### Selected gate families

Scale: 6 px per um.
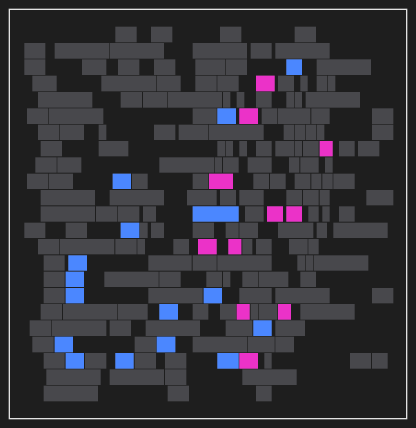
### Cell sizes after repair

Scale: 6 px per um.
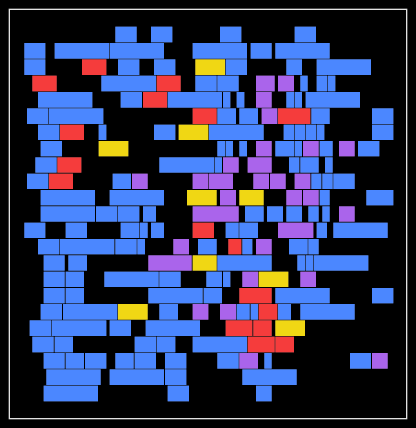
### Cell outlines without signal wires

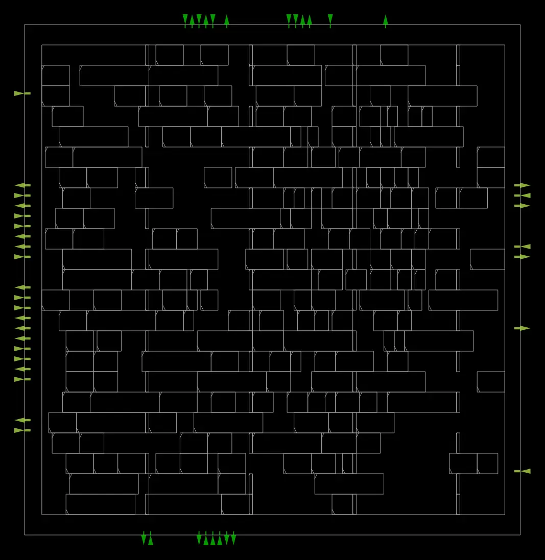
==> src/rtl/axi_cmd_master.sv <==
// axi_cmd_master: issues AXI-lite-style write/read handshakes for simple commands, with a per-transaction timeout.
// Define CMD_FIFO_EN for a 2-entry command buffer that accepts commands while a transaction is in flight.
module axi_cmd_master #(
  parameter int ADDR_W  = 4,
  parameter int DATA_W  = 4,
  parameter int RDATA_W = 8,
  parameter int TIMEOUT = 16
) (
  input  logic               clk,
  input  logic               reset,
  input  logic               cmd_valid,
  output logic               cmd_ready,
  input  logic               cmd_write,
  input  logic [ADDR_W-1:0]  cmd_addr,
  input  logic [DATA_W-1:0]  cmd_data,
  output logic               ms_awvalid,
  input  logic               sm_awready,
  output logic               ms_wvalid,
  input  logic               sm_wready,
  output logic [DATA_W-1:0]  SWM_wdata,
  output logic               ms_arvalid,
  input  logic               sm_arready,
  output logic [ADDR_W-1:0]  SWM_arADDR,
  output logic               ms_rready,
  input  logic               sm_rvalid,
  input  logic [RDATA_W-1:0] disp_hex_r,
  output logic               rsp_valid,
  output logic               rsp_err,
  output logic [RDATA_W-1:0] rsp_data,
  output logic               busy
);

  localparam int CNT_W = (TIMEOUT > 2) ? $clog2(TIMEOUT) : 1;
  localparam logic [CNT_W-1:0] CNT_LAST = CNT_W'(TIMEOUT - 1);

  typedef enum logic [2:0] {
    S_IDLE,
    S_WR,
    S_RD_A,
    S_RD_D,
    S_RESP
  } state_t;

  state_t             r_state;
  logic [CNT_W-1:0]   r_cnt;
  logic               r_idle_rdy;
  logic               r_busy;
  logic               r_awvalid;
  logic               r_wvalid;
  logic               r_arvalid;
  logic               r_rready;
  logic [ADDR_W-1:0]  r_addr;
  logic [DATA_W-1:0]  r_wdata;
  logic               r_rsp_valid;
  logic               r_rsp_err;
  logic [RDATA_W-1:0] r_rsp_data;

  logic               w_cmd_vld;
  logic               w_cmd_write;
  logic [ADDR_W-1:0]  w_cmd_addr;
  logic [DATA_W-1:0]  w_cmd_data;
  logic               w_take;
  logic               w_aw_hs;
  logic               w_w_hs;
  logic               w_ar_hs;
  logic               w_r_hs;
  logic               w_expire;

`ifdef CMD_FIFO_EN
  localparam int CMD_W = 1 + ADDR_W + DATA_W;

  logic [CMD_W-1:0] r_fifo [2];
  logic             r_wr_ptr;
  logic             r_rd_ptr;
  logic [1:0]       r_count;
  logic             r_out_en;
  logic             w_push;
  logic             w_full;

  assign w_full    = (r_count == 2'd2);
  // Held low while in reset so every output reads 0 until the first edge after release.
  assign cmd_ready = r_out_en & ~w_full;
  assign w_push    = cmd_valid & cmd_ready;
  assign w_cmd_vld = (r_count != 2'd0);
  assign {w_cmd_write, w_cmd_addr, w_cmd_data} = r_fifo[r_rd_ptr];

  always_ff @(posedge clk) begin
    if (w_push) begin
      r_fifo[r_wr_ptr] <= {cmd_write, cmd_addr, cmd_data};
    end
  end

  always_ff @(posedge clk or negedge reset) begin
    if (!reset) begin
      r_wr_ptr <= 1'b0;
      r_rd_ptr <= 1'b0;
      r_count  <= 2'd0;
      r_out_en <= 1'b0;
    end else begin
      r_out_en <= 1'b1;
      if (w_push) begin
        r_wr_ptr <= ~r_wr_ptr;
      end
      if (w_take) begin
        r_rd_ptr <= ~r_rd_ptr;
      end
      r_count <= r_count + {1'b0, w_push} - {1'b0, w_take};
    end
  end
`else
  assign cmd_ready   = r_idle_rdy;
  assign w_cmd_vld   = cmd_valid;
  assign w_cmd_write = cmd_write;
  assign w_cmd_addr  = cmd_addr;
  assign w_cmd_data  = cmd_data;
`endif

  // r_idle_rdy tracks "in IDLE and out of reset", so it gates command pickup in both builds.
  assign w_take   = r_idle_rdy & w_cmd_vld;
  assign w_aw_hs  = r_awvalid & sm_awready;
  assign w_w_hs   = r_wvalid & sm_wready;
  assign w_ar_hs  = r_arvalid & sm_arready;
  assign w_r_hs   = r_rready & sm_rvalid;
  assign w_expire = (r_cnt == CNT_LAST);

  always_ff @(posedge clk or negedge reset) begin
    if (!reset) begin
      r_state     <= S_IDLE;
      r_cnt       <= '0;
      r_idle_rdy  <= 1'b0;
      r_busy      <= 1'b0;
      r_awvalid   <= 1'b0;
      r_wvalid    <= 1'b0;
      r_arvalid   <= 1'b0;
      r_rready    <= 1'b0;
      r_addr      <= '0;
      r_wdata     <= '0;
      r_rsp_valid <= 1'b0;
      r_rsp_err   <= 1'b0;
      r_rsp_data  <= '0;
    end else begin
      r_rsp_valid <= 1'b0;
      r_rsp_err   <= 1'b0;
      case (r_state)
        S_IDLE: begin
          r_idle_rdy <= 1'b1;
          if (w_take) begin
            r_idle_rdy <= 1'b0;
            r_busy     <= 1'b1;
            r_cnt      <= '0;
            r_addr     <= w_cmd_addr;
            if (w_cmd_write) begin
              r_wdata   <= w_cmd_data;
              r_awvalid <= 1'b1;
              r_wvalid  <= 1'b1;
              r_state   <= S_WR;
            end else begin
              r_arvalid <= 1'b1;
              r_state   <= S_RD_A;
            end
          end
        end

        S_WR: begin
          if (w_aw_hs) begin
            r_awvalid <= 1'b0;
          end
          if (w_w_hs) begin
            r_wvalid <= 1'b0;
          end
          // A channel whose valid is already low has completed its handshake.
          if ((!r_awvalid || w_aw_hs) && (!r_wvalid || w_w_hs)) begin
            r_rsp_valid <= 1'b1;
            r_state     <= S_RESP;
          end else if (w_expire) begin
            r_awvalid   <= 1'b0;
            r_wvalid    <= 1'b0;
            r_rsp_data  <= '1;
            r_rsp_err   <= 1'b1;
            r_rsp_valid <= 1'b1;
            r_state     <= S_RESP;
          end else begin
            r_cnt <= r_cnt + CNT_W'(1);
          end
        end

        S_RD_A: begin
          if (w_ar_hs) begin
            r_arvalid <= 1'b0;
            r_rready  <= 1'b1;
            r_cnt     <= '0;
            r_state   <= S_RD_D;
          end else if (w_expire) begin
            r_arvalid   <= 1'b0;
            r_rsp_data  <= '1;
            r_rsp_err   <= 1'b1;
            r_rsp_valid <= 1'b1;
            r_state     <= S_RESP;
          end else begin
            r_cnt <= r_cnt + CNT_W'(1);
          end
        end

        S_RD_D: begin
          if (w_r_hs) begin
            r_rready    <= 1'b0;
            r_rsp_data  <= disp_hex_r;
            r_rsp_valid <= 1'b1;
            r_state     <= S_RESP;
          end else if (w_expire) begin
            r_rready    <= 1'b0;
            r_rsp_data  <= '1;
            r_rsp_err   <= 1'b1;
            r_rsp_valid <= 1'b1;
            r_state     <= S_RESP;
          end else begin
            r_cnt <= r_cnt + CNT_W'(1);
          end
        end

        S_RESP: begin
          r_busy     <= 1'b0;
          r_idle_rdy <= 1'b1;
          r_state    <= S_IDLE;
        end

        default: begin
          r_state <= S_IDLE;
        end
      endcase
    end
  end

  assign ms_awvalid = r_awvalid;
  assign ms_wvalid  = r_wvalid;
  assign ms_arvalid = r_arvalid;
  assign ms_rready  = r_rready;
  assign SWM_arADDR = r_addr;
  assign SWM_wdata  = r_wdata;
  assign rsp_valid  = r_rsp_valid;
  assign rsp_err    = r_rsp_err;
  assign rsp_data   = r_rsp_data;
  assign busy       = r_busy;

endmodule
==> config.mk <==
export PLATFORM = sky130hd
export DESIGN_NAME = axi_cmd_master
export DESIGN_NICKNAME = d
export VERILOG_FILES = /design/src/rtl/axi_cmd_master.sv
export SDC_FILE = /design/constraint.sdc
export NUM_CORES = 1
export LEC_CHECK = 0
export CORE_AREA = 2 2 64 66
export CTS_CLUSTER_DIAMETER = 120
export CTS_CLUSTER_SIZE = 12
export DETAILED_ROUTE_END_ITERATION = 10
export DIE_AREA = 0 0 66 68
export PLACE_DENSITY_LB_ADDON = 0.12
export SYNTH_ARGS = -nofsm -noshare
export SYNTH_HDL_FRONTEND = slang
export SYNTH_SLANG_ARGS = --single-unit
==> constraint.sdc <==
create_clock -name clk -period 1.6 [get_ports clk]
set_input_delay 0.32 -clock clk [delete_from_list [all_inputs] [get_ports clk]]
set_output_delay 0.32 -clock clk [all_outputs]
set_load 0.005 [all_outputs]
==> results.cfg <==
; synthesis and place-and-route metrics
[synth]
syn_nets = 152
yosys_register_bits = 31
synth.distinct_cells = 38
syn-cell-area_sq_mm = 0.001440
logic_family = AND-OR/OR-AND gates

[sta]
clock.fmax_mhz = 585.0
setup_violations = 12
worst_slack_ns = -0.1095
post-route-min-period_ns = 1.710
skew_ns = 0.005004

[status]
violations = setup timing
outcome = finished with violations

[finish]
flop_area_sq_um = 775.7
largest_cell_class = sequential cells

[power]
p_clk_mw = 0.670
powerDensity_mw_per_mm2 = 1722
clkPwrFrac = 0.170

[clock_tree]
ctsHoldBuffers = 0
cts_tree = built

[route]
post_drt_via_cell_ratio = 5.076
wl_met1_mm = 1.554

[placed_design]
gp_congestion = 0.7703
About 'Selected gate families':
family	colour	cells
and/or cells	magenta	11
non-inverting ao/oa cells	blue	16
combinational share of cell area: 0.2922
Commonest Layout Cell: clkdlybuf4s50_1

About 'Cell sizes after repair':
size	colour	cells	share
x3 and x4	purple	30	15%
x1 and smaller	blue	144	72%
x6 and larger	yellow	9	4.5%
x2	red	17	8.5%
final worst slack: -0.1095 ns
bufs w/o clock: 72

About 'Cell outlines without signal wires':
fill count: 346
site row count: 23
flop count: 31
Tap Cells: 50

